**src/rtl/twiddle_gen_q.sv**
```systemverilog
// twiddle_gen_q: FFT twiddle-factor generator.
// Produces cos(2*pi*k/N) and sin(2*pi*k/N) as signed Q1.(W-1) words from a
// quarter-wave sine table that is built at elaboration and folded by quadrant.
// Requests come either from single lookups (req_*) or from an internal
// sweep sequencer that issues k = 0, s, 2s, ... (mod N) for one FFT stage.
// All requests go through a two-stage registered valid/ready pipeline.
//
// Ports:
//   clk, rst_n        clock, asynchronous active-low reset
//   req_valid/ready   single-lookup handshake, req_k = twiddle index
//   sweep_start       one-cycle pulse starting a sweep (stride, count latched)
//   sweep_stride      index increment per sweep step, mod N
//   sweep_count       number of indices issued by the sweep, 0..N
//   sweep_busy        high from sweep acceptance until its last word is taken
//   out_valid/ready   output handshake
//   out_cos, out_sin  twiddle components, signed Q1.(W-1)
//   out_k             index that produced the word
//   out_last          final word of a sweep (0 for single lookups)
module twiddle_gen_q #(
    parameter int W     = 16,
    parameter int N     = 16,
    parameter int LOG2N = $clog2(N)
) (
    input  logic                    clk,
    input  logic                    rst_n,
    input  logic                    req_valid,
    output logic                    req_ready,
    input  logic [LOG2N-1:0]        req_k,
    input  logic                    sweep_start,
    input  logic [LOG2N-1:0]        sweep_stride,
    input  logic [LOG2N:0]          sweep_count,
    output logic                    sweep_busy,
    output logic                    out_valid,
    input  logic                    out_ready,
    output logic signed [W-1:0]     out_cos,
    output logic signed [W-1:0]     out_sin,
    output logic [LOG2N-1:0]        out_k,
    output logic                    out_last
);

    localparam int     QW    = LOG2N - 1;            // table index width (0..N/4)
    localparam int     RW    = LOG2N - 2;            // offset within a quadrant
    localparam longint PI_FX = 64'sd3373259426;      // pi * 2^30

    // round(2^(W-1) * sin(2*pi*i/N)) for i in 0..N/4, saturated to 2^(W-1)-1.
    // Fixed-point Taylor series at 2^30 scale; argument never exceeds pi/2,
    // so the result is non-negative and adding one half rounds away from zero.
    function automatic logic signed [W-1:0] qval(input int idx);
        longint x, x2, term, acc, scaled, lim;
        x    = (longint'(2) * PI_FX * longint'(idx)) / longint'(N);
        x2   = (x * x) >>> 30;
        term = x;
        acc  = x;
        for (int n = 1; n <= 12; n++) begin
            term = ((term * x2) >>> 30) / longint'((2 * n) * (2 * n + 1));
            if (n % 2 == 1) acc = acc - term;
            else            acc = acc + term;
        end
        if (acc < 0) acc = 0;
        scaled = ((acc <<< (W - 1)) + (longint'(1) <<< 29)) >>> 30;
        lim    = (longint'(1) <<< (W - 1)) - 1;
        if (scaled > lim) scaled = lim;
        return scaled[W-1:0];
    endfunction

    logic signed [W-1:0] qtab [0:N/4];

    for (genvar g = 0; g <= N / 4; g++) begin : g_tab
        localparam logic signed [W-1:0] QV = qval(g);
        assign qtab[g] = QV;
    end

    typedef enum logic [1:0] {IDLE, SWEEP, DRAIN} state_t;
    state_t state, state_nx;

    logic             advance;
    logic             issue;
    logic             issue_last;
    logic [LOG2N-1:0] issue_k;

    logic [LOG2N-1:0] sw_k;
    logic [LOG2N-1:0] sw_stride;
    logic [LOG2N:0]   sw_cnt;

    logic             s1_valid;
    logic [1:0]       s1_q;
    logic [RW-1:0]    s1_r;
    logic [LOG2N-1:0] s1_k;
    logic             s1_last;

    logic [QW-1:0]       idx_a, idx_b;
    logic signed [W-1:0] qa, qb, fold_cos, fold_sin;

    assign advance = !out_valid || out_ready;

    // state register
    always_ff @(posedge clk or negedge rst_n) begin
        if (!rst_n) state <= IDLE;
        else        state <= state_nx;
    end

    // next-state logic
    always_comb begin
        state_nx = state;
        case (state)
            IDLE:    if (sweep_start && sweep_count != '0) state_nx = SWEEP;
            SWEEP:   if (advance && sw_cnt == (LOG2N+1)'(1)) state_nx = DRAIN;
            // the final sweep word is the last thing in the pipeline
            DRAIN:   if (out_valid && out_ready && out_last) state_nx = IDLE;
            default: state_nx = IDLE;
        endcase
    end

    // FSM outputs: request arbitration and the issue port into stage 1
    always_comb begin
        req_ready  = 1'b0;
        issue      = 1'b0;
        issue_k    = '0;
        issue_last = 1'b0;
        case (state)
            IDLE: begin
                req_ready = advance && !sweep_start;
                issue     = req_valid && req_ready;
                issue_k   = req_k;
            end
            SWEEP: begin
                issue      = advance;
                issue_k    = sw_k;
                issue_last = (sw_cnt == (LOG2N+1)'(1));
            end
            default: ;
        endcase
    end

    assign sweep_busy = (state != IDLE);

    // sweep address sequencer
    always_ff @(posedge clk or negedge rst_n) begin
        if (!rst_n) begin
            sw_k      <= '0;
            sw_stride <= '0;
            sw_cnt    <= '0;
        end else if (state == IDLE && sweep_start && sweep_count != '0) begin
            sw_k      <= '0;
            sw_stride <= sweep_stride;
            sw_cnt    <= sweep_count;
        end else if (state == SWEEP && advance) begin
            sw_k   <= sw_k + sw_stride;
            sw_cnt <= sw_cnt - (LOG2N+1)'(1);
        end
    end

    // quadrant fold; negation cannot overflow since no entry is -2^(W-1)
    always_comb begin
        idx_a = QW'(s1_r);
        idx_b = QW'(N / 4) - idx_a;
        qa    = qtab[idx_a];
        qb    = qtab[idx_b];
        case (s1_q)
            2'd0:    begin fold_cos =  qb; fold_sin =  qa; end
            2'd1:    begin fold_cos = -qa; fold_sin =  qb; end
            2'd2:    begin fold_cos = -qb; fold_sin = -qa; end
            default: begin fold_cos =  qa; fold_sin = -qb; end
        endcase
    end

    // two-stage pipeline, both stages held while the output is stalled
    always_ff @(posedge clk or negedge rst_n) begin
        if (!rst_n) begin
            s1_valid  <= 1'b0;
            s1_q      <= '0;
            s1_r      <= '0;
            s1_k      <= '0;
            s1_last   <= 1'b0;
            out_valid <= 1'b0;
            out_cos   <= '0;
            out_sin   <= '0;
            out_k     <= '0;
            out_last  <= 1'b0;
        end else if (advance) begin
            s1_valid <= issue;
            if (issue) begin
                s1_q    <= issue_k[LOG2N-1:LOG2N-2];
                s1_r    <= issue_k[RW-1:0];
                s1_k    <= issue_k;
                s1_last <= issue_last;
            end
            out_valid <= s1_valid;
            if (s1_valid) begin
                out_cos  <= fold_cos;
                out_sin  <= fold_sin;
                out_k    <= s1_k;
                out_last <= s1_last;
            end
        end
    end

endmodule

```
**config.mk**
```make
export PLATFORM = sky130hd
export DESIGN_NAME = twiddle_gen_q
export DESIGN_NICKNAME = d
export VERILOG_FILES = /design/src/rtl/twiddle_gen_q.sv
export SDC_FILE = /design/constraint.sdc
export NUM_CORES = 1
export LEC_CHECK = 0
export ABC_AREA = 0
export CAP_MARGIN = 10
export CORE_MARGIN = 2
export CORE_UTILIZATION = 54
export CTS_BUF_LIST = sky130_fd_sc_hd__clkbuf_4
export DETAILED_ROUTE_END_ITERATION = 8
export PLACE_DENSITY = 0.9
export SETUP_SLACK_MARGIN = 0.02
export SYNTH_ARGS = -nofsm -noshare
export SYNTH_HDL_FRONTEND = slang
export SYNTH_SLANG_ARGS = --single-unit
export TNS_END_PERCENT = 30
```
**constraint.sdc**
```tcl
create_clock -name clk -period 2.6 [get_ports clk]
set_input_delay 0.26 -clock clk [delete_from_list [all_inputs] [get_ports clk]]
set_output_delay 0.26 -clock clk [all_outputs]
set_load 0.005 [all_outputs]
```
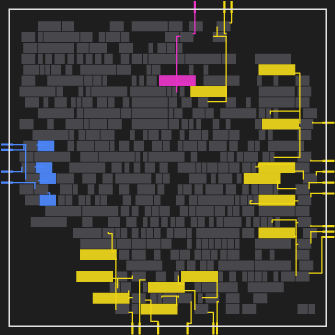
**Above:** wires at chosen ports, followed through buffers.
(4 px per um)
[blue] sweep_stride | direction: input | edge: west | end cells: 4 | wire: 36.4 um
[magenta] out_last | direction: output | edge: north | end cells: 1 | wire: 25.5 um
[yellow] out_sin | direction: output | edge: 8 east, 6 south, 2 north | end cells: 13 | wire: 270 um
IO Count: 58
Port Buffers: 57

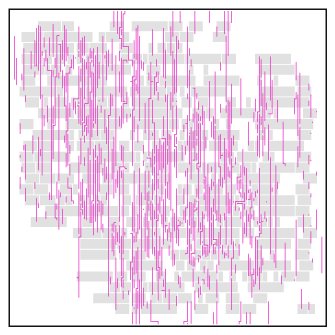
**Above:** M2 wires.
(4 px per um) Cells faint in the background.
longest straight run: 45.2 um
main direction: vertical

==> results.yml <==
# synthesis and place-and-route metrics
worst_setup_path:
  worstSetupPathType: "flop to primary output"
  critPathCaptureType: "primary output"
  crit_arrival_ns: 1.97
  cp_slowest_cell: "dfrtp_1"
  rrSetupSlack_ns: 0.60
  worstPathRequired_ns: 2.34
  max_stage_delay_ns: 0.55
  startpoint_type: "flop"
  cp_max_fo: 9
  crit_chain: "or2_2 > nor3_1 > clkdlybuf4s50_1"
synthesis:
  synth.top_cell.area_share: 0.438
  yosys.area.top_type: "dfrtp_1"
  yosys_cells: 335
  synth-edff-count: 0
  syn_area_mm2: 0.00303
  yosys-top-cells-area: "dfrtp_1, nand2_1, o21ai_0"
  yosysChipArea_mm2: 0.00303
  ys.flop_type: "dfrtp_1"
  synth_flop_count: 53
  ys_async_sr_fraction: 1.00
  ys_seq_frac: 0.438
  synth_cell_types: 45
  syn_area_per_cell_um2: 9.03
  syn_nets: 367
  synth-warning-count: 0
  synthCells: 335
routing:
  viasPerCell: 5.66
  avgRoutedWirePerCell_um: 14.2
  vias: 2528
  drtPass1Iterations: 4
  drc: 0
  final_antenna_net_count: 0
  wirelength_um: 6330
  drtIter0Drc: 185
cts:
  root_buffer: "clkbuf_4"
  ctsResizeCount: 0
  clock_latency_ns: 0.37
  cts_max_level: 2
  cts_sinks: 53
  post_cts_buffers: 0
  holdBufCountCts: 0
  cts_inserted_buffers: 5
  cts.path.max_buffers: 2
  cts_tree: "done"
  path_clk_slew_ns: 0.16
placement:
  routabilityCongestion: 0.891
  dpl.hpwl_um: 4470
  placed_cell_area_mm2: 0.00356
timing:
  fin_crit_ns: 2.23
  slew_violations: 0
  worst_pin_slew_ns: 0.720
  period_used_share: 0.859
  finClkSkew_ns: 0.0171
  rsz0062_at_grt: "no"
  finalSetupViolCount: 0
  slew_headroom: 0.518
  timing.hold.ws_ns: -0.0168
  fmax_mhz: 448
  final-hold-violation-count: 39
  setup_tns_ns: 0
flow_run:
  openroad.warnings: 34
  max_cap_violations: 0
cells_and_area:
  diodes: 0
  drive_gt1_frac: 0.0640
  final_nets: 406
  final_layout_top_logic_cell: "clkdlybuf4s50_1"
  lay_top_cells: "clkdlybuf4s50_1, dfrtp_1, nand2_1"
  syn_to_final_growth_pct: 20.3
  fin_area_mm2: 0.00364
grt:
  grt-ovfl-total: 0
  antenna_found_initial: 0
  track_usage: 0.211
  grt_pass1_wl_um: 10600
  grt_pass1_vias: 2393
  grt_max_degree: 54
power_and_ir_drop:
  p_total_mw: 4.64
  max-vdd-ir-drop_mv: 0.658
  p_per_area_mw_per_mm2: 1270
  p_leak_nw: 1.56
outcome:
  violations: "hold timing"
  status: "finished with violations"
floorplanning:
  core_area_mm2: 0.00547
  die_w_um: 78.9
  fp_util: 0.553
  rows: 27
  dieHeight_um: 78.9
  dieArea_mm2: 0.00622
min_path:
  hp-class: "input port to async pin"
-- state kept, by name, indices dropped and copies added (netlist names), 2 cells and up --
register,flops
sw_stride,4
out_k,4
sw_k,4
s1_q,2
out_sin,13
out_cos,13
sw_cnt,5
state,2
-- per-layer routing --
metal  routed length, um  share of wire  GRT usage  vias to the layer above
li1                    -              -          -                     1248
met1                2750           0.43      0.268                     1200
met3                 284          0.045     0.0364                        6
met4                  55         0.0087     0.0603                        0
met2                3240           0.51      0.374                       74
met5                   0              0          0                        -
-- synth_stat cells (6+ instances only) --
cell and number:
a21oi_1 17, buf_2 9, buf_4 7, clkbuf_1 13, dfrtp_1 53, ha_1 13
inv_1 11, mux2i_1 11, nand2_1 52, nand3_1 12, nor2_1 14, nor2b_1 7
nor3_1 6, o21ai_0 35, o31ai_1 7
-- where the power goes --
part | internal [mW] | switching, mW
clock | 0.200 | 0.260
sequential | 1.21 | 0.318
combinational | 1.30 | 1.34
total | 2.72 | 1.92
-- final timing paths --
check                                         from                       to  cells after the start
setup / recovery              state[0]$_DFFE_PN0P_                req_ready                      3
hold / removal                               rst_n     state[1]$_DFFE_PN0P_                      2
setup reg to reg               s1_k[1]$_DFFE_PN0P_  out_cos[12]$_DFFE_PN0P_                      6
hold reg to reg            out_cos[15]$_DFFE_PN0P_  out_cos[15]$_DFFE_PN0P_                      2
max in group asynchronous                    rst_n      s1_k[1]$_DFFE_PN0P_                      2
min in group clk                    sweep_count[4]    sw_cnt[4]$_DFFE_PN0P_                      3
-- through the flow --
step / setup slack [ns] / instances / util / hold WS (ns)
6_report: 0.367 / 447 / 0.665 / -0.0168
5_1_grt: 0.299 / 447 / 0.665 / 0.0211
4_1_cts: 0.367 / 447 / 0.665 / 0.000985
3_5_place_dp: 0.453 / 439 / 0.651 / 0.417
3_3_place_gp: 0.510 / 439 / 0.651 / 0.412
2_1_floorplan: 0.741 / 335 / - / -0.0356
-- logic make-up (layout without fill, tap and decap cells) --
logic type	Yosys count	after routing	share of synthesized area
AND/OR/NAND/NOR	112	112	0.176
multiplexers	16	16	0.0550
buffers and inverters	42	82	0.0670
AND-OR/OR-AND	93	93	0.189
flip-flops	53	53	0.438
adder cells (fa/ha/maj)	14	14	0.0604
XOR/XNOR	5	5	0.0145
-- critical path, delay by kind of cell, from the launching register on --
kind,cells,cell delay [ns]
flops,1,0.55
simple gates,2,0.53
buf+inv,1,0.52
-- layout make-up --
type,instances,area (um^2)
Timing Repair Buffer,62,603
Clock buffer,5,37.5
Clock inverter,3,41.3
Multi-Input combinational cell,240,1500
Inverter,12,45.0
Tap cell,72,90.1
Sequential cell,53,1330
Fill cell,450,1830
Power is estimated from default activity; no workload was simulated.
